[src/rtl/gf_inv_pkg.sv]
// Shared types and helpers for the Itoh-Tsujii inversion controller.
// Optional feature macro: GF_INV_ZERO_DETECT_EN (zero-operand short-cut in the top).
package gf_inv_pkg;

  // Default field degree
  localparam int unsigned M_DEFAULT = 8;

  // Controller state encoding
  typedef enum logic [2:0] {
    StIdle  = 3'd0,
    StSqr   = 3'd1,
    StMul   = 3'd2,
    StFinal = 3'd3,
    StDone  = 3'd4
  } gf_inv_state_e;

  // Which multiply the current chain step ends with: by saved beta or by a
  typedef enum logic {
    StepDbl = 1'b0,
    StepAdd = 1'b1
  } gf_inv_step_e;

  // Number of significant bits in (m - 1), i.e. the addition-chain length
  function automatic int unsigned chain_bits(input int unsigned m);
    int unsigned v;
    int unsigned n;
    v = m - 1;
    n = 0;
    for (int i = 0; i < 32; i++) begin
      if (v[i]) n = i + 1;
    end
    return n;
  endfunction

endpackage

[src/rtl/gf_inv_chain_seq.sv]
// Addition-chain bookkeeping for Itoh-Tsujii: bit index into (M-1), current
// exponent length k, and the decode of what follows each multiply.
module gf_inv_chain_seq
  import gf_inv_pkg::*;
#(
  parameter int unsigned M  = M_DEFAULT,
  parameter int unsigned NB = $clog2(M)
) (
  input  logic         clk,
  input  logic         rst,
  input  logic         init,     // new inversion accepted
  input  logic         adv,      // current multiply completed
  output gf_inv_step_e step,     // kind of multiply pending for this step
  output logic         last,     // the pending multiply is the final one of the chain
  output logic [NB-1:0] nxt_cnt  // squarings to perform before the next multiply
);

  localparam int unsigned CHAIN_BITS = chain_bits(M);
  localparam int unsigned IDX_INIT   = (CHAIN_BITS >= 2) ? CHAIN_BITS - 2 : 0;
  localparam logic [NB-1:0] EXP      = NB'(M - 1);

  gf_inv_step_e  step_q, step_d;
  logic [NB-1:0] idx_q, idx_d;
  logic [NB-1:0] k_q, k_d;
  logic          bit_set;

  assign bit_set = |(EXP & (NB'(1) << idx_q));
  assign step    = step_q;

  // Next chain position once the pending multiply completes
  always_comb begin
    step_d = step_q;
    idx_d  = idx_q;
    k_d    = k_q;
    last   = 1'b0;
    if (step_q == StepDbl) begin
      k_d = k_q << 1;
      if (bit_set) begin
        step_d = StepAdd;
      end else if (idx_q == '0) begin
        last = 1'b1;
      end else begin
        idx_d = idx_q - NB'(1);
      end
    end else begin
      k_d = k_q + NB'(1);
      if (idx_q == '0) begin
        last = 1'b1;
      end else begin
        idx_d  = idx_q - NB'(1);
        step_d = StepDbl;
      end
    end
    // An add step needs one squaring; a doubling needs k of them
    nxt_cnt = (step_d == StepAdd) ? NB'(1) : k_d;
  end

  // Chain position registers
  always_ff @(posedge clk or posedge rst) begin
    if (rst) begin
      step_q <= StepDbl;
      idx_q  <= '0;
      k_q    <= '0;
    end else if (init) begin
      step_q <= StepDbl;
      idx_q  <= NB'(IDX_INIT);
      k_q    <= NB'(1);
    end else if (adv) begin
      step_q <= step_d;
      idx_q  <= idx_d;
      k_q    <= k_d;
    end
  end

endmodule

[src/rtl/gf_inv_itoh_tsujii_ctrl.sv]
// Itoh-Tsujii inversion sequencer for GF(2^M): a^-1 = (a^(2^(M-1)-1))^2.
// Drives an external combinational squarer and a req/ack multiplier.
// Optional macro GF_INV_ZERO_DETECT_EN: a zero operand skips the chain and flags inv_err.
module gf_inv_itoh_tsujii_ctrl
  import gf_inv_pkg::*;
#(
  parameter int unsigned M  = M_DEFAULT,
  parameter int unsigned NB = $clog2(M)
) (
  input  logic         clk,
  input  logic         rst,
  input  logic         start,
  input  logic [M-1:0] din,
  output logic         busy,
  output logic         done,
  output logic [M-1:0] dout,
  output logic         inv_err,
  output logic [M-1:0] sq_din,
  input  logic [M-1:0] sq_dout,
  output logic         mul_req,
  output logic [M-1:0] mul_a,
  output logic [M-1:0] mul_b,
  input  logic         mul_ack,
  input  logic [M-1:0] mul_res
);

  localparam bit CHAIN_EMPTY = (chain_bits(M) < 2);

  gf_inv_state_e state_q, state_d;
  logic [M-1:0]  acc_q, beta_q, a_reg_q, dout_q;
  logic [NB-1:0] sq_cnt_q;
  logic          inv_err_q;

  logic          accept;
  logic          zero_hit;
  logic          chain_adv;
  logic          chain_last;
  logic [NB-1:0] chain_cnt;
  gf_inv_step_e  chain_step;

`ifdef GF_INV_ZERO_DETECT_EN
  assign zero_hit = (din == '0);
`else
  assign zero_hit = 1'b0;
`endif

  assign chain_adv = (state_q == StMul) && mul_ack;

  gf_inv_chain_seq #(
    .M  (M),
    .NB (NB)
  ) u_chain (
    .clk     (clk),
    .rst     (rst),
    .init    (accept),
    .adv     (chain_adv),
    .step    (chain_step),
    .last    (chain_last),
    .nxt_cnt (chain_cnt)
  );

  // State register
  always_ff @(posedge clk or posedge rst) begin
    if (rst) state_q <= StIdle;
    else     state_q <= state_d;
  end

  // Next-state decode and state-derived outputs
  always_comb begin
    state_d = state_q;
    accept  = 1'b0;
    busy    = 1'b0;
    done    = 1'b0;
    mul_req = 1'b0;
    unique case (state_q)
      StIdle: begin
        if (start) begin
          accept = 1'b1;
          if (zero_hit)         state_d = StDone;
          else if (CHAIN_EMPTY) state_d = StFinal;
          else                  state_d = StSqr;
        end
      end
      StSqr: begin
        busy = 1'b1;
        if (sq_cnt_q == NB'(1)) state_d = StMul;
      end
      StMul: begin
        busy    = 1'b1;
        mul_req = 1'b1;
        if (mul_ack) state_d = chain_last ? StFinal : StSqr;
      end
      StFinal: begin
        busy    = 1'b1;
        state_d = StDone;
      end
      StDone: begin
        done    = 1'b1;
        state_d = StIdle;
      end
      default: state_d = StIdle;
    endcase
  end

  // Operand, accumulator and result registers
  always_ff @(posedge clk or posedge rst) begin
    if (rst) begin
      acc_q     <= '0;
      beta_q    <= '0;
      a_reg_q   <= '0;
      dout_q    <= '0;
      sq_cnt_q  <= '0;
      inv_err_q <= 1'b0;
    end else if (accept) begin
      acc_q     <= din;
      beta_q    <= din;
      a_reg_q   <= din;
      sq_cnt_q  <= NB'(1);
      inv_err_q <= zero_hit;
      if (zero_hit) dout_q <= '0;
    end else begin
      unique case (state_q)
        StSqr: begin
          acc_q    <= sq_dout;
          sq_cnt_q <= sq_cnt_q - NB'(1);
        end
        StMul: begin
          if (mul_ack) begin
            acc_q    <= mul_res;
            beta_q   <= mul_res;
            sq_cnt_q <= chain_cnt;
          end
        end
        StFinal: begin
          // Result is captured here so it is visible alongside done
          acc_q  <= sq_dout;
          dout_q <= sq_dout;
        end
        default: ;
      endcase
    end
  end

  assign dout    = dout_q;
  assign inv_err = inv_err_q;
  assign sq_din  = acc_q;
  assign mul_a   = acc_q;
  assign mul_b   = (chain_step == StepDbl) ? beta_q : a_reg_q;

endmodule

[config.mk]
export PLATFORM = sky130hd
export DESIGN_NAME = gf_inv_itoh_tsujii_ctrl
export DESIGN_NICKNAME = d
export VERILOG_FILES = /design/src/rtl/gf_inv_pkg.sv /design/src/rtl/gf_inv_chain_seq.sv /design/src/rtl/gf_inv_itoh_tsujii_ctrl.sv
export SDC_FILE = /design/constraint.sdc
export NUM_CORES = 1
export LEC_CHECK = 0
export ABC_AREA = 1
export CORE_MARGIN = 2
export CORE_UTILIZATION = 50
export CTS_BUF_LIST = sky130_fd_sc_hd__clkbuf_2 sky130_fd_sc_hd__clkbuf_4 sky130_fd_sc_hd__clkbuf_8
export CTS_CLUSTER_SIZE = 8
export DETAILED_ROUTE_END_ITERATION = 16
export GPL_TIMING_DRIVEN = 0
export PLACE_DENSITY = 0.81
export SYNTH_ARGS = -nofsm -noshare
export SYNTH_HDL_FRONTEND = slang
export SYNTH_HIERARCHICAL = 1
export SYNTH_SLANG_ARGS = --single-unit
[constraint.sdc]
create_clock -name clk -period 1.8 [get_ports clk]
set_input_delay 0.54 -clock clk [delete_from_list [all_inputs] [get_ports clk]]
set_output_delay 0.54 -clock clk [all_outputs]
set_load 0.05 [all_outputs]
**Run 1: the clock network**

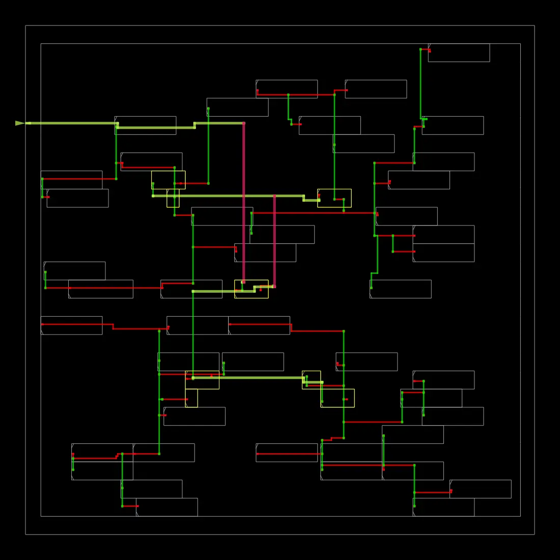
P_clk: 0.000632 W
CTS Sinks: 45

**Run 1: signal wires on met3**

Scale: 4 px per µm. Cells faint in the background.
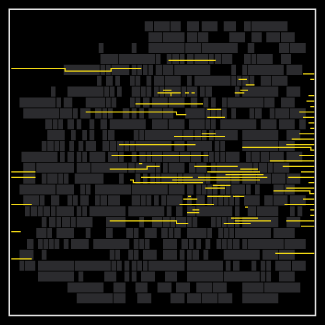
- wire length on this layer: 515 µm
- longest straight run: 23.9 µm
- nets with wire on the layer: 64
- main direction: horizontal

**Run 1: clock network drawn from the DEF**

Scale: 6 px per µm.
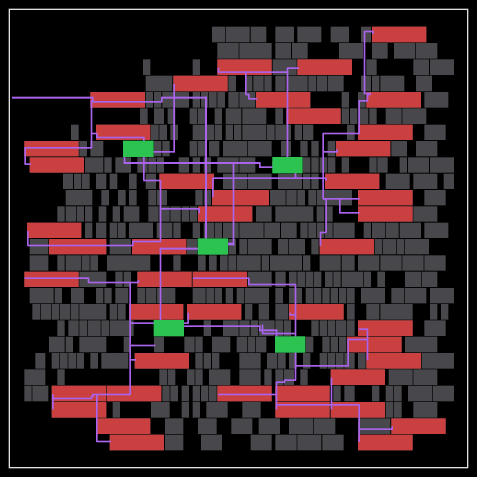
- red: flip-flops (count 45)
- purple: clock wires (length 574 µm)
- green: clock drivers (count 5)
- flops lie: widely spread
- routed clock nets: 6

**Run 1: placement by cell class**

Scale: 4 px per µm.
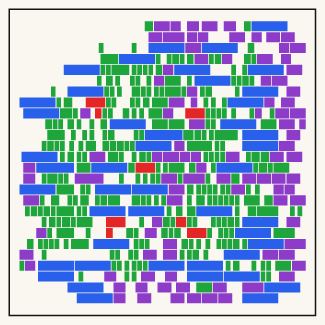
- green: combinational and other logic (cells 283; share of their area 39%)
- red: clock drivers and dummy loads (cells 8; share of their area 2.4%)
- purple: other buffers and delay cells (cells 98; share of their area 27%)
- blue: flops (cells 45; share of their area 32%)

==> CHANGELOG.md, run 1 <==
## Flow update

* Outcome: finished, violations left
* Failing checks: negative setup slack
* Crit start category: flop
* Core area at 5070 µm²
* Nonclk buf count at 98
* Tally of OpenROAD warnings at 33
* Vias in the first global route at 2523
* Endpoints failing hold at 0
* Seq group at 0.00183 W
* CP max stage delay at 0.43 ns
* Yosys top cell by area: dfrtp_1
* Tot Pwr at 0.00799 W
* Worst setup EP type: primary output
* Worst hold path depth at 2
* Met3 Resource Use GR at 4.74%
* Grt met2 use at 43.1%
* RSZ-0062 raised after global routing: true
* Area contributors post-synth: dfrtp_1, nand2_1, nand3_1
* Setup TNS at -1.03 ns
* Final std cells w/o fill at 504
* Total net switching power at 0.00420 W
* Synth logic family: simple AND/OR/NAND/NOR gates
* Syn Nets at 382
* Cell Area, Placed at 3310 µm²
* Pwr top: combinational logic
* Required @ worst endpoint at 1.26 ns
* Clk latency late pin at 0.30 ns
* First-pass GRT wire length at 11500 µm
* Comb/total area at 35.1%
* Routed wl met3 at 514 µm
* Number of port buffers at 61
* Multi-In Gates at 255
* DRT Pass-1 Iters at 4
* Clock power frac at 7.9%
* WL met1 at 2860 µm
* Largest class: combinational gates
* Setup Fix Bufs, Post-CTS at 12
* Most used routing layer: met2
* DRC viols at 0
* Multiplexer share at 3.03%
* Data buffer area share at 26.2%
* Async SR Flop Fraction at 100%
* CP Max Fanout at 5
* Die x size at 76.2 µm
* Delay-heaviest family, CP: flip-flops
* WP data arrival at 1.44 ns
* Placed cells at 478
* Final setup viols at 8
* Dominant cell area share at 43.2%
* Top sig layer: met4
* Worst setup path category: reg -> out
* Worst setup path end: mul_b[4]
* Filler instances at 396
* Largest net degree at the start of global routing at 39
* Num rows at 26
* Syn. warnings at 6
* Min Hold Slack at 0.484 ns
* Hold endpoint: a_reg_q[3]$_DFFE_PP0P_
* Metal2 WL at 3660 µm
* Post-Synth Simple-Gate Area at 38.1%
* Cts repair resizes at 127
* Registers at 45
* Fin area at 3650 µm²
* Worst slew margin at 46.7%
* Pre-CTS WS at -0.662 ns
* MI comb area at 1280 µm²
* Hold path start: a_reg_q[3]$_DFFE_PP0P_
* Antenna viol nets, final at 0
* Reg-to-Reg End: u_chain/idx_q[1]$_DFFE_PP0P_
* Synthesized registers at 45
* Sequential power share at 22.9%
* CTS Buffer Depth at 2
* Crit-path cells: buf_12 > buf_6 > mux2_4 > buf_8
* Slowest-stage cell, CP: dfrtp_2
* Clock Buffer Count at 6
* Hpwl dp at 4880 µm
* Layout Nets at 468
* R2R setup slack at 0.11 ns
* Initial core utilization at 51.3%
* Overall routed net length at 7180 µm
* CTS root buffer: clkbuf_8
* Met1 Track Usage GR at 30.2%
* Register Area at 1130 µm²
* ClkCell Share at 2.37%
* Area Growth Syn to Fin at 40.0%
* Worst Skew at 0.0113 ns
* Initial antenna violation count at 0
* GRT Residual Overflow at 0
* Most frequent logic cell in the layout: nand2_1
* Max VDD drop at 1.19 mV
* Worst-margin pin slew at 0.798 ns
* Slew Viols, Final at 0
* CP Depth at 4
* Inserted Diodes at 0
* Seq share, synth at 43.2%
* DRT iter0 DRCs at 191
* Chip area at 5800 µm²
* Top-count cell post-synth: nand2_1
* Gr usage total at 24.6%
* H-tree depth at 2
* Vias at 2582
* CTS hold repair buffers at 0
* Synth Area per Inst at 7.50 µm²
* Setup ws final at -0.178 ns
* CTS Buf Count at 5
* Tap cells at 70
* Top cells by count, synth: nand2_1, dfrtp_1, nand3_1
* Leakage at 1.98 nW
* Non-clk invs at 28
* Most common logic cells in the final layout: nand2_1, dfrtp_1, nand3_1, clkdlybuf4s50_1, buf_4
* Ao+oa area frac at 2.31%
* CP Launch Point: u_chain/step$_DFFE_PP0P_
* Seq area share at 31.0%
* Power Density at 2190 nW/µm²
* Ys cells at 347
* Vias/cell at 5.12
* Area reported by Yosys stat at 2600 µm²
* Height of the die at 76.2 µm
* CTS tree: built
* Ports at 64
* WL/cell at 14.2 µm
* Internal at 0.00379 W
* Clock transition at the registers of the reported paths at 0.09 ns
* GPL Wtd Cong at 0.829
* Post-Route Utilization at 71.8%
* Switching share of power at 52.5%
* Tmin final at 1.98 ns
* Fin crit share at 110%
* Comb. pwr at 0.00553 W
* Launch point of the worst reg-to-reg path: state_q[2]$_DFFE_PP0P_
* Mapped Cells at 347
**Run 1: I/O nets highlighted**

Scale: 6 px per µm.
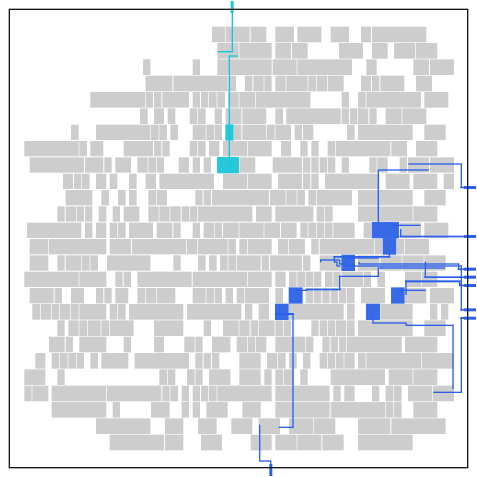

==> run 1 -> run 2 <==
RECOVER_POWER = 50   (was default)
**Run 2: I/O nets highlighted**

Scale: 6 px per µm.
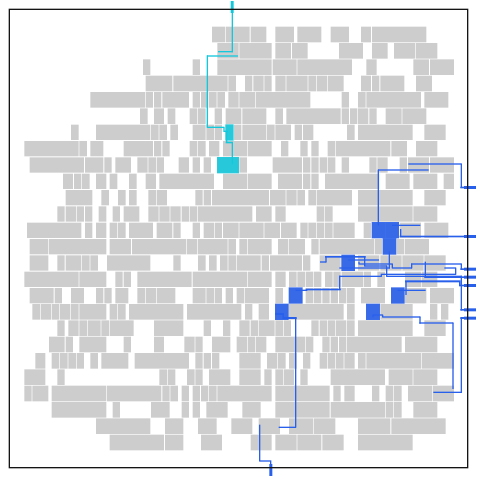
- blue: din (direction input; edge 7 right, 1 bottom; end cells 8; buffers 8; wire 253 µm)
- cyan: mul_ack (direction input; edge top; end cells 2; buffers 1; wire 36.3 µm)

**Run 2: clock network drawn from the DEF**

Scale: 6 px per µm.
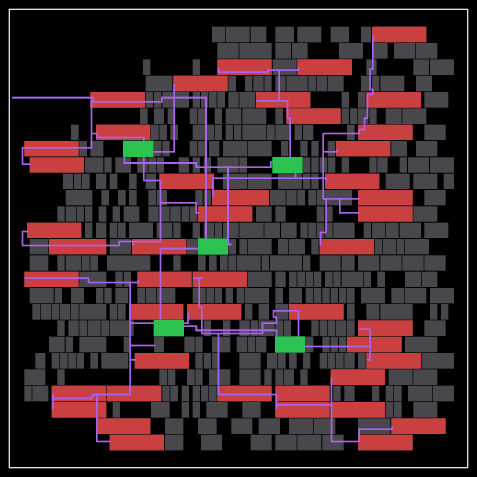
- purple: clock wires (length 572 µm)
- green: clock drivers (count 5)
- red: flip-flops (count 45)
- flops lie: widely spread
- routed clock nets: 6

==> run 2 against run 1 <==
  * The run still ends with negative setup slack left
  * Core utilization is 0.42 points lower
  * Clock-buffer cell count stayed put
  * Clock power is 0.6% lower
  * Final cell count stayed put
==> CHANGELOG.md, run 2 <==
## Flow update

* Outcome: finished, violations left
* Failing checks: negative setup slack
* Ao+oa area frac at 2.31% (unchanged)
* Initial antenna violation count at 0 (unchanged)
* R2R setup slack at -0.04 ns (-0.15 ns)
* Layout Nets at 468 (unchanged)
* Number of port buffers at 61 (unchanged)
* Placed cells at 478 (unchanged)
* Seq area share at 31.1% (+0.18 points)
* Crit start category: flop
* Most frequent logic cell in the layout: nand2_1
* Worst setup path end: mul_b[4]
* Num rows at 26 (unchanged)
* CTS Buf Count at 5 (unchanged)
* Hold path start: a_reg_q[3]$_DFFE_PP0P_
* Area reported by Yosys stat at 2600 µm² (unchanged)
* Top sig layer: met4
* Endpoints failing hold at 0 (unchanged)
* WP data arrival at 1.44 ns (about the same)
* Fin area at 3620 µm² (-0.58%)
* Hold endpoint: a_reg_q[3]$_DFFE_PP0P_
* Setup TNS at -1.18 ns (-0.149 ns)
* Delay-heaviest family, CP: flip-flops
* Vias/cell at 5.12 (unchanged)
* Slew Viols, Final at 0 (unchanged)
* Mapped Cells at 347 (unchanged)
* Switching share of power at 52.6% (+0.097 points)
* Gr usage total at 24.6% (unchanged)
* Sequential power share at 23.0% (about the same)
* Area Growth Syn to Fin at 39.2%
* Registers at 45 (unchanged)
* WL/cell at 14.3 µm (+0.13%)
* DRT Pass-1 Iters at 4 (unchanged)
* Met1 Track Usage GR at 30.2% (unchanged)
* Launch point of the worst reg-to-reg path: state_q[0]$_DFFE_PP0P_
* Worst slew margin at 46.8% (about the same)
* Worst-margin pin slew at 0.797 ns (-0.000219 ns)
* Grt met2 use at 43.1% (unchanged)
* Tally of OpenROAD warnings at 33 (unchanged)
* Area contributors post-synth: dfrtp_1, nand2_1, nand3_1
* Multi-In Gates at 255 (unchanged)
* Final setup viols at 13 (+5)
* Vias in the first global route at 2523 (unchanged)
* Seq share, synth at 43.2% (unchanged)
* Post-Route Utilization at 71.4% (-0.42 points)
* Metal2 WL at 3620 µm (-1.2%)
* Internal at 0.00377 W (-0.65%)
* Leakage at 1.97 nW (-0.47%)
* Total net switching power at 0.00419 W (-0.26%)
* CTS Buffer Depth at 2 (unchanged)
* Tot Pwr at 0.00796 W (-0.44%)
* Clock power frac at 7.9% (about the same)
* Largest class: combinational gates
* Top cells by count, synth: nand2_1, dfrtp_1, nand3_1
* Cell Area, Placed at 3310 µm² (unchanged)
* Reg-to-Reg End: u_chain/idx_q[1]$_DFFE_PP0P_
* CTS tree: built
* Setup ws final at -0.177 ns (+0.000491 ns)
* RSZ-0062 raised after global routing: true
* Comb/total area at 35.0% (-0.14 points)
* P_clk at 0.000628 W (-0.6%)
* GPL Wtd Cong at 0.829 (unchanged)
Power and IR drop assume default switching activity.
